--- src/rtl/butterfly_generic_if.sv ---
// rtl/butterfly_generic_if.sv - sample-pair and result bus of the butterfly
interface butterfly_generic_if #(
    parameter int DATA_WIDTH = 18,
    parameter int TW_WIDTH   = 16
);
    logic                         enable;
    logic                         in_valid;
    logic                         inverse;
    logic                         ovf_clr;
    logic signed [DATA_WIDTH-1:0] a_re;
    logic signed [DATA_WIDTH-1:0] a_im;
    logic signed [DATA_WIDTH-1:0] b_re;
    logic signed [DATA_WIDTH-1:0] b_im;
    logic signed [TW_WIDTH-1:0]   tw_re;
    logic signed [TW_WIDTH-1:0]   tw_im;
    logic                         out_valid;
    logic                         ovf;
    logic signed [DATA_WIDTH-1:0] x0_re;
    logic signed [DATA_WIDTH-1:0] x0_im;
    logic signed [DATA_WIDTH-1:0] x1_re;
    logic signed [DATA_WIDTH-1:0] x1_im;

    modport master (
        output enable, in_valid, inverse, ovf_clr,
        output a_re, a_im, b_re, b_im, tw_re, tw_im,
        input  out_valid, ovf, x0_re, x0_im, x1_re, x1_im
    );

    modport slave (
        input  enable, in_valid, inverse, ovf_clr,
        input  a_re, a_im, b_re, b_im, tw_re, tw_im,
        output out_valid, ovf, x0_re, x0_im, x1_re, x1_im
    );
endinterface

--- src/rtl/butterfly_generic.sv ---
// rtl/butterfly_generic.sv - 4-stage pipelined radix-2 complex butterfly, x0 = a + b*w, x1 = a - b*w
module butterfly_generic #(
    parameter int DATA_WIDTH  = 18,
    parameter int TW_WIDTH    = 16,
    parameter int SHIFT_PARAM = 15,
    parameter int SCALE_EN    = 0,
    parameter int SATURATE    = 1
) (
    input  logic               clk,
    input  logic               rst,
    butterfly_generic_if.slave bus
);
    localparam int PW = DATA_WIDTH + TW_WIDTH;
    localparam int SW = PW + 1;
    localparam int RW = DATA_WIDTH + 1;
    localparam int AW = DATA_WIDTH + 2;
    localparam logic signed [TW_WIDTH-1:0]   TW_MIN = {1'b1, {(TW_WIDTH-1){1'b0}}};
    localparam logic signed [TW_WIDTH-1:0]   TW_MAX = {1'b0, {(TW_WIDTH-1){1'b1}}};
    localparam logic signed [DATA_WIDTH-1:0] D_MIN  = {1'b1, {(DATA_WIDTH-1){1'b0}}};
    localparam logic signed [DATA_WIDTH-1:0] D_MAX  = {1'b0, {(DATA_WIDTH-1){1'b1}}};
    localparam logic signed [SW-1:0]         RND    = SW'(1) << (SHIFT_PARAM - 1);

    logic                         s1_valid, s2_valid, s3_valid;
    logic signed [DATA_WIDTH-1:0] s1_a_re, s1_a_im, s1_b_re, s1_b_im;
    logic signed [TW_WIDTH-1:0]   s1_tw_re, s1_tw_im;
    logic signed [DATA_WIDTH-1:0] s2_a_re, s2_a_im, s3_a_re, s3_a_im;
    logic signed [PW-1:0]         s2_rr, s2_ii, s2_ri, s2_ir;
    logic signed [RW-1:0]         s3_p_re, s3_p_im;
    logic                         out_valid_q, ovf_q;
    logic signed [DATA_WIDTH-1:0] x0_re_q, x0_im_q, x1_re_q, x1_im_q;

    logic signed [TW_WIDTH-1:0]   tw_im_c;
    logic signed [SW-1:0]         sum_re, sum_im, sh_re, sh_im;
    logic [DATA_WIDTH:0]          c0r, c0i, c1r, c1i;
    logic                         any_sat;

    function automatic logic signed [AW-1:0] scale(input logic signed [AW-1:0] v);
        if (SCALE_EN != 0) return (v + AW'(1)) >>> 1;
        return v;
    endfunction

    // Returns {saturated_flag, value}; the flag is never raised in wrap mode.
    function automatic logic [DATA_WIDTH:0] clip(input logic signed [AW-1:0] v);
        logic fits;
        fits = (v[AW-1:DATA_WIDTH-1] == {(AW-DATA_WIDTH+1){v[AW-1]}});
        if (fits || SATURATE == 0) return {1'b0, v[DATA_WIDTH-1:0]};
        return {1'b1, (v[AW-1] ? D_MIN : D_MAX)};
    endfunction

    always_comb begin
        tw_im_c = bus.tw_im;
        if (bus.inverse) tw_im_c = (bus.tw_im == TW_MIN) ? TW_MAX : -bus.tw_im;
    end

    always_comb begin
        sum_re = SW'(s2_rr) - SW'(s2_ii) + RND;
        sum_im = SW'(s2_ri) + SW'(s2_ir) + RND;
        sh_re  = sum_re >>> SHIFT_PARAM;
        sh_im  = sum_im >>> SHIFT_PARAM;
    end

    always_comb begin
        c0r = clip(scale(AW'(s3_a_re) + AW'(s3_p_re)));
        c0i = clip(scale(AW'(s3_a_im) + AW'(s3_p_im)));
        c1r = clip(scale(AW'(s3_a_re) - AW'(s3_p_re)));
        c1i = clip(scale(AW'(s3_a_im) - AW'(s3_p_im)));
    end

    assign any_sat = c0r[DATA_WIDTH] | c0i[DATA_WIDTH] | c1r[DATA_WIDTH] | c1i[DATA_WIDTH];

    // Data stages follow enable only; in_valid rides alongside as a tag.
    always_ff @(posedge clk or posedge rst) begin
        if (rst) begin
            s1_valid    <= 1'b0;
            s1_a_re     <= '0;
            s1_a_im     <= '0;
            s1_b_re     <= '0;
            s1_b_im     <= '0;
            s1_tw_re    <= '0;
            s1_tw_im    <= '0;
            s2_valid    <= 1'b0;
            s2_a_re     <= '0;
            s2_a_im     <= '0;
            s2_rr       <= '0;
            s2_ii       <= '0;
            s2_ri       <= '0;
            s2_ir       <= '0;
            s3_valid    <= 1'b0;
            s3_a_re     <= '0;
            s3_a_im     <= '0;
            s3_p_re     <= '0;
            s3_p_im     <= '0;
            out_valid_q <= 1'b0;
            x0_re_q     <= '0;
            x0_im_q     <= '0;
            x1_re_q     <= '0;
            x1_im_q     <= '0;
        end else if (bus.enable) begin
            s1_valid    <= bus.in_valid;
            s1_a_re     <= bus.a_re;
            s1_a_im     <= bus.a_im;
            s1_b_re     <= bus.b_re;
            s1_b_im     <= bus.b_im;
            s1_tw_re    <= bus.tw_re;
            s1_tw_im    <= tw_im_c;
            s2_valid    <= s1_valid;
            s2_a_re     <= s1_a_re;
            s2_a_im     <= s1_a_im;
            s2_rr       <= PW'(s1_b_re) * PW'(s1_tw_re);
            s2_ii       <= PW'(s1_b_im) * PW'(s1_tw_im);
            s2_ri       <= PW'(s1_b_re) * PW'(s1_tw_im);
            s2_ir       <= PW'(s1_b_im) * PW'(s1_tw_re);
            s3_valid    <= s2_valid;
            s3_a_re     <= s2_a_re;
            s3_a_im     <= s2_a_im;
            s3_p_re     <= sh_re[RW-1:0];
            s3_p_im     <= sh_im[RW-1:0];
            out_valid_q <= s3_valid;
            x0_re_q     <= c0r[DATA_WIDTH-1:0];
            x0_im_q     <= c0i[DATA_WIDTH-1:0];
            x1_re_q     <= c1r[DATA_WIDTH-1:0];
            x1_im_q     <= c1i[DATA_WIDTH-1:0];
        end
    end

    // Clear is honoured even while stalled; a coincident set takes priority.
    always_ff @(posedge clk or posedge rst) begin
        if (rst) begin
            ovf_q <= 1'b0;
        end else if (bus.enable && s3_valid && any_sat) begin
            ovf_q <= 1'b1;
        end else if (bus.ovf_clr) begin
            ovf_q <= 1'b0;
        end
    end

    assign bus.out_valid = out_valid_q;
    assign bus.ovf       = ovf_q;
    assign bus.x0_re     = x0_re_q;
    assign bus.x0_im     = x0_im_q;
    assign bus.x1_re     = x1_re_q;
    assign bus.x1_im     = x1_im_q;
endmodule

--- src/flat_wrapper.sv ---
// flat-port wrapper written by rule: the top's interface ports become plain ports
module butterfly_generic_flat 
#(
    parameter int DATA_WIDTH  = 18,
    parameter int TW_WIDTH    = 16,
    parameter int SHIFT_PARAM = 15,
    parameter int SCALE_EN    = 0,
    parameter int SATURATE    = 1
)
  (clk, rst, bus_enable, bus_in_valid, bus_inverse, bus_ovf_clr, bus_a_re, bus_a_im, bus_b_re, bus_b_im, bus_tw_re, bus_tw_im, bus_out_valid, bus_ovf, bus_x0_re, bus_x0_im, bus_x1_re, bus_x1_im);
  butterfly_generic_if #(.DATA_WIDTH(DATA_WIDTH), .TW_WIDTH(TW_WIDTH)) bus_i ();
  input  logic clk;
  input  logic rst;
  input wire logic [$bits(bus_i.enable)-1:0] bus_enable;
  input wire logic [$bits(bus_i.in_valid)-1:0] bus_in_valid;
  input wire logic [$bits(bus_i.inverse)-1:0] bus_inverse;
  input wire logic [$bits(bus_i.ovf_clr)-1:0] bus_ovf_clr;
  input wire logic [$bits(bus_i.a_re)-1:0] bus_a_re;
  input wire logic [$bits(bus_i.a_im)-1:0] bus_a_im;
  input wire logic [$bits(bus_i.b_re)-1:0] bus_b_re;
  input wire logic [$bits(bus_i.b_im)-1:0] bus_b_im;
  input wire logic [$bits(bus_i.tw_re)-1:0] bus_tw_re;
  input wire logic [$bits(bus_i.tw_im)-1:0] bus_tw_im;
  output wire logic [$bits(bus_i.out_valid)-1:0] bus_out_valid;
  output wire logic [$bits(bus_i.ovf)-1:0] bus_ovf;
  output wire logic [$bits(bus_i.x0_re)-1:0] bus_x0_re;
  output wire logic [$bits(bus_i.x0_im)-1:0] bus_x0_im;
  output wire logic [$bits(bus_i.x1_re)-1:0] bus_x1_re;
  output wire logic [$bits(bus_i.x1_im)-1:0] bus_x1_im;
  assign bus_i.enable = bus_enable;
  assign bus_i.in_valid = bus_in_valid;
  assign bus_i.inverse = bus_inverse;
  assign bus_i.ovf_clr = bus_ovf_clr;
  assign bus_i.a_re = bus_a_re;
  assign bus_i.a_im = bus_a_im;
  assign bus_i.b_re = bus_b_re;
  assign bus_i.b_im = bus_b_im;
  assign bus_i.tw_re = bus_tw_re;
  assign bus_i.tw_im = bus_tw_im;
  assign bus_out_valid = bus_i.out_valid;
  assign bus_ovf = bus_i.ovf;
  assign bus_x0_re = bus_i.x0_re;
  assign bus_x0_im = bus_i.x0_im;
  assign bus_x1_re = bus_i.x1_re;
  assign bus_x1_im = bus_i.x1_im;
  butterfly_generic #(.DATA_WIDTH(DATA_WIDTH), .TW_WIDTH(TW_WIDTH), .SHIFT_PARAM(SHIFT_PARAM), .SCALE_EN(SCALE_EN), .SATURATE(SATURATE)) u_core (.clk(clk), .rst(rst), .bus(bus_i));
endmodule
--- config.mk ---
export PLATFORM = sky130hd
export DESIGN_NAME = butterfly_generic_flat
export DESIGN_NICKNAME = d
export VERILOG_FILES = /design/src/rtl/butterfly_generic_if.sv /design/src/rtl/butterfly_generic.sv /design/src/flat_wrapper.sv
export SDC_FILE = /design/constraint.sdc
export NUM_CORES = 2
export LEC_CHECK = 0
export CAP_MARGIN = 20
export CORE_MARGIN = 10
export CORE_UTILIZATION = 59
export DETAILED_ROUTE_END_ITERATION = 10
export GPL_TIMING_DRIVEN = 0
export PLACE_DENSITY = 0.91
export SLEW_MARGIN = 20
export SYNTH_ARGS = -nofsm -noshare
export SYNTH_HDL_FRONTEND = slang
export SYNTH_SLANG_ARGS = --single-unit
--- constraint.sdc ---
create_clock -name clk -period 15.4 [get_ports clk]
set_input_delay 4.62 -clock clk [delete_from_list [all_inputs] [get_ports clk]]
set_output_delay 4.62 -clock clk [all_outputs]
set_load 0.01 [all_outputs]
==> flow_metrics.rpt <==
RUN METRICS
----------------------------------------------------
[Min path]
  Hold WC Path Type ........................ flip-flop to flip-flop
  Worst hold start ........................ u_core.s2_a_re[1]
  Count of cells along the worst hold path ........................ 2

[CTS]
  Number of buffers on the longest clock path ........................ 3
  TritonCTS clock tree ........................ built
  Number of clock sinks ........................ 427
  Buffer type at the clock tree root ........................ clkbuf_16
  Number of resized instances in the post-cts repair step ........................ 0
  Post-CTS setup buffer count ........................ 0
  Hold buffer count at CTS ........................ 0
  Number of buffers created by CTS ........................ 53
  Maximum level of the CTS H-tree ........................ 2

[Route]
  DRC viols ........................ 0
  Highest metal layer with signal wires ........................ met5
  Drt wl/cell ........................ 27.1 µm
  Antenna-violating nets left ........................ 0
  Met3 routed wirelength ........................ 31700 µm
  Mean number of vias per cell ........................ 6.05
  Detailed-routing wirelength on met1 ........................ 83500 µm
  DR vias ........................ 53325

[Final layout]
  Logic share of the area ........................ 0.679
  Number of fill cells in the layout ........................ 8854
  Buffers outside the clock class ........................ 542
  NonClk Buf Share ........................ 0.0494
  Seq area share ........................ 0.148
  Tally of non-filler cells in the final layout ........................ 8808
  Most common logic cell in the routed design ........................ inv_1
  Non-clock inverters ........................ 1413
  Number of diodes added for antenna fixing ........................ 20
  Number of flip-flops and latches ........................ 427
  Sequential cell area ........................ 10700 µm²
  Area of the multi-input gates ........................ 49100 µm²
  Layout cell share with drive strength beyond 1 ........................ 0.0615
  Area fraction of clock buffers and clock inverters ........................ 0.0245
  Share of the core filled with cells ........................ 0.645
  Number of logic gates ........................ 4808
  Clock buffer count in the final layout ........................ 68
  NumNets Final ........................ 9066
  Area grow syn2layout ........................ 8.96%
  Biggest area consumer among cell classes ........................ logic gates
  Most instantiated logic cells after routing ........................ inv_1, fa_1, nand2_1

[Final timing]
  Final hold viol count ........................ 0
  Minimum clock period ........................ 9130 ps
  Count of endpoints failing setup in the final report ........................ 0
  Fraction of the cycle the final worst path needs ........................ 0.593
  Slew margin rel. ........................ 0.115
  Timing-limited maximum frequency ........................ 109 MHz
  Pins over their slew limit ........................ 0
  Worst Slack Setup Final ........................ 6270 ps
  Clk_skew ........................ 53.2 ps

[Job]
  Count of max-cap constraint violations ........................ 0
  OpenROAD warnings ........................ 64

[Placement]
  Quantity of I/O buffers inserted on ports ........................ 183
  Cell area after placement ........................ 70500 µm²
  Half-perimeter wire length after placement ........................ 190000 µm
  Number of cells in the design after placement ........................ 8686
  GPL Wtd Cong ........................ 1.07
  Worst slack at placement ........................ 6560 ps

[Global routing]
  M1 GR Usage ........................ 0.461
  Pin count of the biggest net entering global routing ........................ 36
  Antenna violations before repair ........................ 29
  Met2 Track Usage GR ........................ 0.545
  Global-route wire length before repair ........................ 354000 µm
  Aggregate global routing overflow ........................ 0
  Vias in the first global route ........................ 56028

[Logic synthesis]
  Flip-flop cell with the highest count after synthesis ........................ dfrtp_1
  Count of library flops with an enable pin ........................ 0
  Count of state elements after synthesis ........................ 427
  Unique cell types ........................ 83
  Mux frac, synth ........................ 0.0430
  Post-synth top area cell ........................ fa_1
  Synth Area per Inst ........................ 9.51 µm²
  Proportion of register bits with asynchronous set or reset after synthesis ........................ 1.00
  Number of standard cells after synthesis ........................ 6986
  Net count after synthesis ........................ 8807
  Seq/Total Area, Yosys ........................ 0.161
  Post-synthesis compound-gate area fraction ........................ 0.0782
  Top comb family, area ........................ adder cells
  Chip area line of the yosys report ........................ 66400 µm²
  XOR/XNOR share of the synthesized area ........................ 0.0308
  Simple-gate area share of the yosys netlist ........................ 0.134
  Portion of synthesized cell area occupied by the leading cell type ........................ 0.351
  Number of cell instances after yosys synthesis ........................ 6986

[Worst setup path]
  Count of buffering cells on the critical path with inverters included ........................ 6
  Classification of the worst setup path ........................ flip-flop to flip-flop
  Top cell family by delay on the critical path ........................ adder cells
  Worst r2r path cells ........................ 23
  Slowest-stage cell, CP ........................ clkbuf_1
  Destination of the worst register-to-register timing path ........................ u_core.s2_ii[33]
  Destination of the critical timing path ........................ u_core.s2_ii[33]
  Start point of the critical path ........................ u_core.s1_tw_im[6]
  Biggest cell delay along the critical path ........................ 1010 ps
  Crit path DRT ........................ 16030 ps
  Cell repeated most along the worst path ........................ fa_1
  Worst EP arrival ........................ 9760 ps
  Crit. End Element ........................ flip-flop
  CP cell instances ........................ clkbuf_1 -> clkbuf_1 -> and2_1 -> fa_1 -> inv_1 -> fa_1 -> fa_1 -> inv_1 -> fa_1 -> fa_1 -> inv_1 -> fa_1 -> inv_1 -> ha_1 -> nand3_1 -> nor2_1 -> a31oi_1 -> o41ai_2 -> a211oi_1 -> o21ai_0 -> a31oi_1 -> xnor2_1 -> mux2_2
  Total stage count of the critical path ........................ 23
  Critical register-to-register path startpoint ........................ u_core.s1_tw_im[6]

[Outcome]
  Result of the run ........................ finished, final reports clean

[Floorplanning]
  Taps Inserted ........................ 1500
  Starting Density ........................ 0.592
  Site row count ........................ 123
  Chip height ........................ 356 µm
  Area enclosed by the die boundary ........................ 126000 µm²
  Horizontal die size ........................ 356 µm
  Number of placed I/O pins ........................ 184

----------------------------------------------------
Placement by cell class:
(1 px per µm)
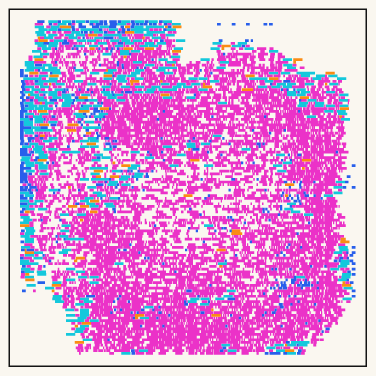
| class | color | cells | share of their area |
|---|---|---|---|
| remaining buffers and delay cells | blue | 542 | 5.1% |
| clock drivers and dummy loads | orange | 98 | 2.5% |
| registers | cyan | 427 | 15% |
| remaining logic cells | magenta | 6221 | 77% |

Ports around the boundary:
(1 px per µm) Pins as bars across the die edge, other pins in gray.
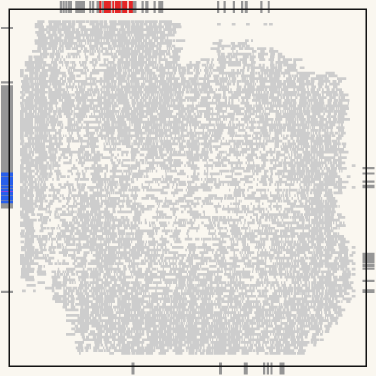
| port | color | pins | direction | edge |
|---|---|---|---|---|
| bus_x1_re | red | 18 | output | top |
| bus_inverse | magenta | 1 | input | left |
| bus_tw_im | blue | 16 | input | left |
all pins by edge: 93 left, 61 top, 18 right, 12 bottom

Local utilization:
(1 px per µm) The die is cut into 36 by 36 equal tiles; black is low, pale yellow is high, 0 to 100% covered.
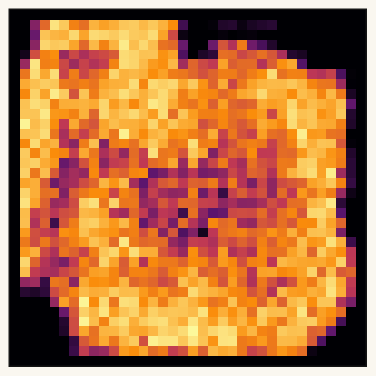
nearly empty tiles: 18%
emptiest ninth of the die: upper right
tiles over 75% full: 36%
densest ninth of the die: bottom center

Metal layers overlaid:
(1 px per µm)
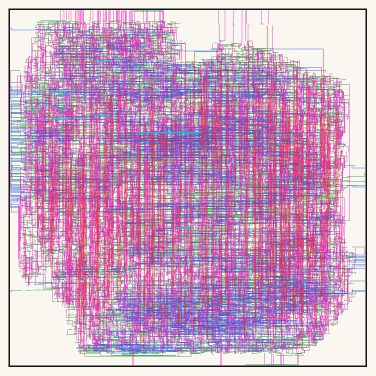
| layer | color | wire length |
|---|---|---|
| M5 | cyan | 162 µm |
| M2 | magenta | 98.7 mm |
| M4 | red | 24.2 mm |
| M3 | blue | 31.7 mm |
| M1 | green | 83.5 mm |

